===== src/rtl/atm_pkg.sv =====
// Shared definitions for the ATM session front-end: FSM state encoding,
// language codes and the attempts counter width.
package atm_pkg;

  // Width of the remaining-tries counter (supports up to 3 tries).
  localparam int unsigned ATTEMPT_W = 2;

  // Language codes as carried on i_lang / o_lang.
  localparam logic LANG_EN = 1'b1;
  localparam logic LANG_AR = 1'b0;

  // Legacy-compatible state encodings.
  localparam logic [2:0] ST_IDLE   = 3'd0;
  localparam logic [2:0] ST_LANG   = 3'd1;
  localparam logic [2:0] ST_PIN    = 3'd2;
  localparam logic [2:0] ST_AUTH   = 3'd3;
  localparam logic [2:0] ST_LOCKED = 3'd4;

  typedef enum logic [2:0] {
    StIdle   = ST_IDLE,
    StLang   = ST_LANG,
    StPin    = ST_PIN,
    StAuth   = ST_AUTH,
    StLocked = ST_LOCKED
  } atm_auth_state_t;

  // Saturating decrement: the counter never wraps below zero.
  function automatic logic [ATTEMPT_W-1:0] attempts_dec(input logic [ATTEMPT_W-1:0] cur);
    logic [ATTEMPT_W-1:0] res;
    res = cur;
    if (cur != '0) begin
      res = cur - 1'b1;
    end
    return res;
  endfunction

endpackage


===== src/rtl/atm_idle_timer.sv =====
// Inactivity timer for the LANG/PIN states. Only built when
// ATM_PIN_TIMEOUT_EN is defined. Counts enabled cycles without a clear
// and pulses expire for one cycle on the TIMEOUT_CYC-th such cycle.
`ifdef ATM_PIN_TIMEOUT_EN
module atm_idle_timer #(
  parameter int unsigned TIMEOUT_CYC = 16
) (
  input  logic clk,
  input  logic rst,
  input  logic enable,
  input  logic clear,
  output logic expire
);

  localparam logic [7:0] LastCnt = 8'(TIMEOUT_CYC - 1);

  logic [7:0] cnt_q;

  // Expiry is suppressed by a same-cycle clear so an accepted strobe wins.
  always_comb begin
    expire = enable && !clear && (cnt_q == LastCnt);
  end

  // Idle counter: restarts whenever disabled, cleared or expired.
  always_ff @(posedge clk) begin
    if (rst || !enable || clear || expire) begin
      cnt_q <= '0;
    end else begin
      cnt_q <= cnt_q + 8'd1;
    end
  end

endmodule
`endif


===== src/rtl/atm_pin_auth.sv =====
// ATM session front-end: card insertion, language selection, PIN entry
// and lockout. All outputs are registered.
// Optional inactivity timeout is enabled by defining ATM_PIN_TIMEOUT_EN;
// without it o_timeout is tied low and LANG/PIN wait indefinitely.
module atm_pin_auth
  import atm_pkg::*;
#(
  parameter logic [3:0]  STORED_PIN  = 4'b1010,
  parameter int unsigned MAX_TRIES   = 3,
  parameter int unsigned TIMEOUT_CYC = 16
) (
  input  logic                 clk,
  input  logic                 rst,
  input  logic                 i_cardIn,
  input  logic                 i_langValid,
  input  logic                 i_lang,
  input  logic                 i_passwdValid,
  input  logic [3:0]           i_passwd,
  input  logic                 i_sessionEnd,
  output logic                 o_pin,
  output logic                 o_lang,
  output logic                 o_wrongPin,
  output logic                 o_locked,
  output logic [ATTEMPT_W-1:0] o_attemptsLeft,
  output logic                 o_timeout
);

  localparam logic [ATTEMPT_W-1:0] MaxTries = ATTEMPT_W'(MAX_TRIES);

  atm_auth_state_t       state_q, state_d;
  logic [ATTEMPT_W-1:0]  attempts_q, attempts_d;
  logic                  pin_q, lang_q, wrong_q, locked_q;

  logic lang_take, pin_take, pin_ok, pin_bad, end_take;
  logic expire;

  // Strobe qualification: only strobes matching the state count, and a
  // missing card masks all of them.
  always_comb begin
    lang_take = (state_q == StLang) && i_cardIn && i_langValid;
    pin_take  = (state_q == StPin) && i_cardIn && i_passwdValid;
    pin_ok    = pin_take && (i_passwd == STORED_PIN);
    pin_bad   = pin_take && (i_passwd != STORED_PIN);
    end_take  = (state_q == StAuth) && i_cardIn && i_sessionEnd;
  end

  // Next-state logic; card removal takes priority over every strobe.
  always_comb begin
    state_d = state_q;
    case (state_q)
      StIdle: begin
        if (i_cardIn) begin
          state_d = StLang;
        end
      end
      StLang: begin
        if (!i_cardIn) begin
          state_d = StIdle;
        end else if (lang_take) begin
          state_d = StPin;
        end else if (expire) begin
          state_d = StIdle;
        end
      end
      StPin: begin
        if (!i_cardIn) begin
          state_d = StIdle;
        end else if (pin_ok) begin
          state_d = StAuth;
        end else if (pin_bad && (attempts_dec(attempts_q) == '0)) begin
          state_d = StLocked;
        end else if (expire) begin
          state_d = StIdle;
        end
      end
      StAuth: begin
        if (!i_cardIn || end_take) begin
          state_d = StIdle;
        end
      end
      StLocked: begin
        // Card is retained; only reset leaves this state.
        state_d = StLocked;
      end
      default: begin
        state_d = StIdle;
      end
    endcase
  end

  // Attempts counter: reload while idle, step down on each rejected PIN.
  always_comb begin
    attempts_d = attempts_q;
    if (state_q == StIdle) begin
      attempts_d = MaxTries;
    end else if (pin_bad) begin
      attempts_d = attempts_dec(attempts_q);
    end
  end

  // State and registered outputs, derived from the next state so they
  // appear one cycle after the causing strobe.
  always_ff @(posedge clk) begin
    if (rst) begin
      state_q    <= StIdle;
      attempts_q <= MaxTries;
      pin_q      <= 1'b0;
      lang_q     <= LANG_EN;
      wrong_q    <= 1'b0;
      locked_q   <= 1'b0;
    end else begin
      state_q    <= state_d;
      attempts_q <= attempts_d;
      pin_q      <= (state_d == StAuth);
      locked_q   <= (state_d == StLocked);
      wrong_q    <= pin_bad;
      if (lang_take) begin
        lang_q <= i_lang;
      end
    end
  end

`ifdef ATM_PIN_TIMEOUT_EN
  logic timer_en, timer_clr, timeout_q;

  // Timer runs only in LANG/PIN; any accepted strobe restarts it. Leaving
  // those states disables it, which also clears the count.
  always_comb begin
    timer_en  = (state_q == StLang) || (state_q == StPin);
    timer_clr = lang_take || pin_take;
  end

  atm_idle_timer #(
    .TIMEOUT_CYC (TIMEOUT_CYC)
  ) u_idle_timer (
    .clk    (clk),
    .rst    (rst),
    .enable (timer_en),
    .clear  (timer_clr),
    .expire (expire)
  );

  // Timeout pulse only when expiry actually drives the abort (card present).
  always_ff @(posedge clk) begin
    if (rst) begin
      timeout_q <= 1'b0;
    end else begin
      timeout_q <= expire && i_cardIn;
    end
  end

  assign o_timeout = timeout_q;
`else
  assign expire    = 1'b0;
  assign o_timeout = 1'b0;
`endif

  assign o_pin          = pin_q;
  assign o_lang         = lang_q;
  assign o_wrongPin     = wrong_q;
  assign o_locked       = locked_q;
  assign o_attemptsLeft = attempts_q;

endmodule


===== config.mk =====
export PLATFORM = sky130hd
export DESIGN_NAME = atm_pin_auth
export DESIGN_NICKNAME = d
export VERILOG_FILES = /design/src/rtl/atm_pkg.sv /design/src/rtl/atm_idle_timer.sv /design/src/rtl/atm_pin_auth.sv
export SDC_FILE = /design/constraint.sdc
export NUM_CORES = 1
export LEC_CHECK = 0
export ABC_AREA = 1
export ABC_CLOCK_PERIOD_IN_PS = 1300
export CAP_MARGIN = 20
export CORE_AREA = 5 5 42 44
export DETAILED_ROUTE_END_ITERATION = 10
export DIE_AREA = 0 0 47 49
export PLACE_DENSITY = 0.74
export SLEW_MARGIN = 30
export SYNTH_ARGS = -nofsm -noshare
export SYNTH_HDL_FRONTEND = slang
export SYNTH_HIERARCHICAL = 1
export SYNTH_SLANG_ARGS = --single-unit

===== constraint.sdc =====
create_clock -name clk -period 1.3 [get_ports clk]
set_input_delay 0.26 -clock clk [delete_from_list [all_inputs] [get_ports clk]]
set_output_delay 0.26 -clock clk [all_outputs]
set_load 0.005 [all_outputs]

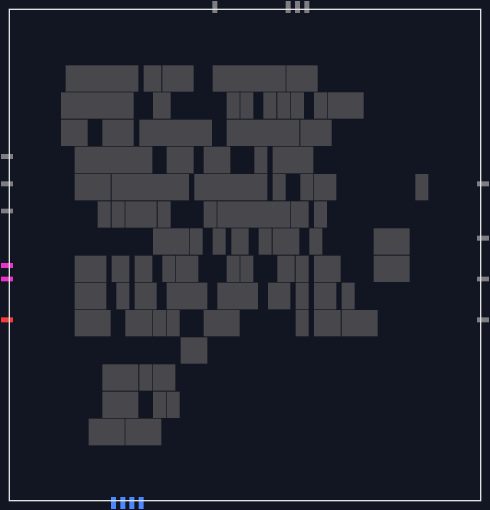
io_placement.png
(10 px per um) Pins as bars across the die edge, other pins in grey.
- blue: `i_passwd` (pins 4; direction input; edge bottom)
- red: `i_passwdValid` (pins 1; direction input; edge left)
- magenta: `o_attemptsLeft` (pins 2; direction output; edge left)

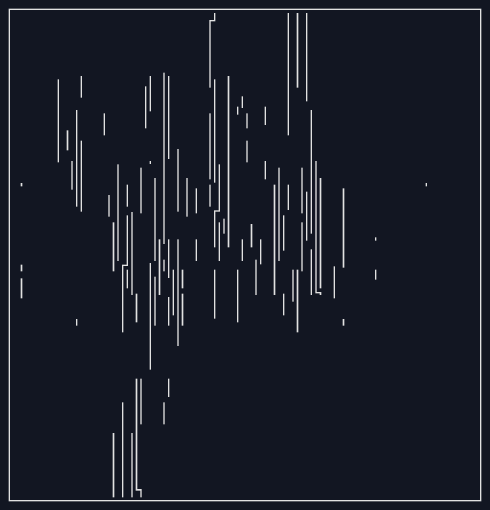
layer_met2.png
(10 px per um)
- main direction: vertical
- share of all routed wire: 47%
- nets with wire on the layer: 74
- longest straight run: 17.0 um

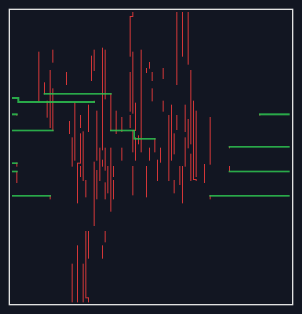
wires.png
(6 px per um) Two of the layers only.
- green: metal 3 (wire length 86.7 um)
- red: metal 2 (wire length 448 um)
WL/cell: 9.59 um
drt total wl: 959 um
via count: 434
total track usage: 10.1%

==> impl_metrics.py <==
# Auto-generated metrics
metrics = {
    "run_status": {
        "outcome": "complete, no violations",
    },
    "placed_design": {
        "gp_congestion": 0.710,
        "dp.cells": 96,
        "hpwl_um": 780,
        "place_ws_ps": -154,
    },
    "global_routing": {
        "overflow": 0,
        "antenna_found_initial": 0,
        "use_met2_pct": 14.9,
        "grt_pass1_wl_um": 1720,
        "grt_pass1_vias": 410,
        "grtUsageMet3_pct": 6.27,
    },
    "route": {
        "wl_met3_um": 86,
        "detail_route.first_pass.iterations": 2,
        "antenna_left": 0,
        "post_drt_via_cell_ratio": 4.34,
        "drt-initial-drc-count": 11,
    },
    "worst_setup_path": {
        "cpMaxStageDelayCell": "clkdlybuf4s50_1",
        "worstReg2RegEnd": "o_attemptsLeft[1]$_SDFFE_PP1P_",
        "critical_path.top_delay_family": "buffers and inverters",
        "worstPathRequired_ps": 1440,
        "worstRegToRegCells": 7,
        "worst_setup_path_start_kind": "input pin",
        "max_stage_delay_ps": 470,
        "worstReg2RegStart": "state_q[1]$_SDFF_PP0_",
        "cp_max_fo": 3,
        "cp-startpoint": "i_cardIn",
    },
    "logic_synthesis": {
        "yosys_area_um2": 452,
        "simple_gate_area_share_pct": 41.6,
        "logic_family": "simple AND/OR/NAND/NOR gates",
        "yosys_warnings": 6,
        "adder_share_pct": 0,
        "enable_flop_cells": 0,
        "synthArstFlopShare_pct": 0,
        "top_cell": "nor2_1",
        "top_cells_by_count": "nor2_1, dfxtp_1, nand2_1, inv_1",
        "synth_top_area_share_pct": 39.9,
        "syn_area_per_cell_um2": 7.29,
        "ff_type": "dfxtp_1",
        "synth_stat.cells": 62,
        "yosys.area.top_type": "dfxtp_1",
        "synth_cell_type_count": 21,
    },
    "die": {
        "dieWidth_um": 47,
        "coreArea_mm2": 0.00140,
    },
    "sta": {
        "finalHoldViolations": 0,
        "post-route-min-period_ps": 1190,
        "worst_slack_ps": 111,
        "setup_viol": 0,
        "fin_setup_tns_ps": 0,
    },
    "final_layout": {
        "seqCellArea_um2": 183,
        "largest_reg_flops": 3,
        "lay_top_cells": "nor2_1, clkdlybuf4s50_1, nand2_1, inv_1, dfxtp_1",
        "drive_above_1_share_pct": 23.8,
        "lay_top_count": "nor2_1",
        "dominant-cell-class": "multi-input combinational cells",
        "comb_area_um2": 221,
        "syn2layout_area_growth_pct": 48.5,
        "num-multi-input-gates": 41,
        "num-nonclk-inverters": 10,
        "sh_comb_area_pct": 33.0,
        "registers.top_by_ff_count": "state_q",
    },
    "pwr": {
        "power.switching_mw": 0.129,
        "power_leader": "sequential cells",
        "combPwrFrac_pct": 13.5,
        "pg_clk_mw": 0.210,
        "pwr-share-seq_pct": 49.7,
        "power_combinational_mw": 0.0771,
        "ir_drop_uv": 802,
    },
    "clock_network": {
        "clk_pin_slew_worst_paths_ps": 60,
        "cts_sinks": 9,
        "cts_root_buffer": "clkbuf_4",
        "htreeDepth": 1,
        "cts-resized-gates": 8,
    },
    "hold_path": {
        "whs_path_depth": 2,
        "hold_path.class": "register to register",
        "holdPathEnd": "o_lang$_SDFFE_PP1P_",
    },
    "flow_run": {
        "warnings": 26,
        "cap_viol_max_count": 0,
    },
}
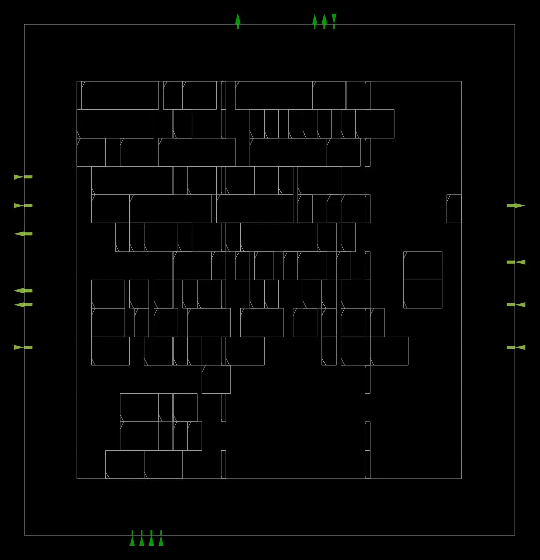
placement.png
Seq cells: 9
Tapcells: 16
fin cells: 100
# fillers: 154
fin util: 47.9%

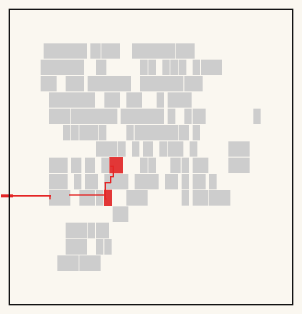
io_fan.png
(6 px per um)
- red: `i_passwdValid` (direction input; edge left; end cells 2; buffers 1; wire 20.2 um)
buffers added on ports: 16
Ports: 18

Power is estimated from default activity; no workload was simulated.
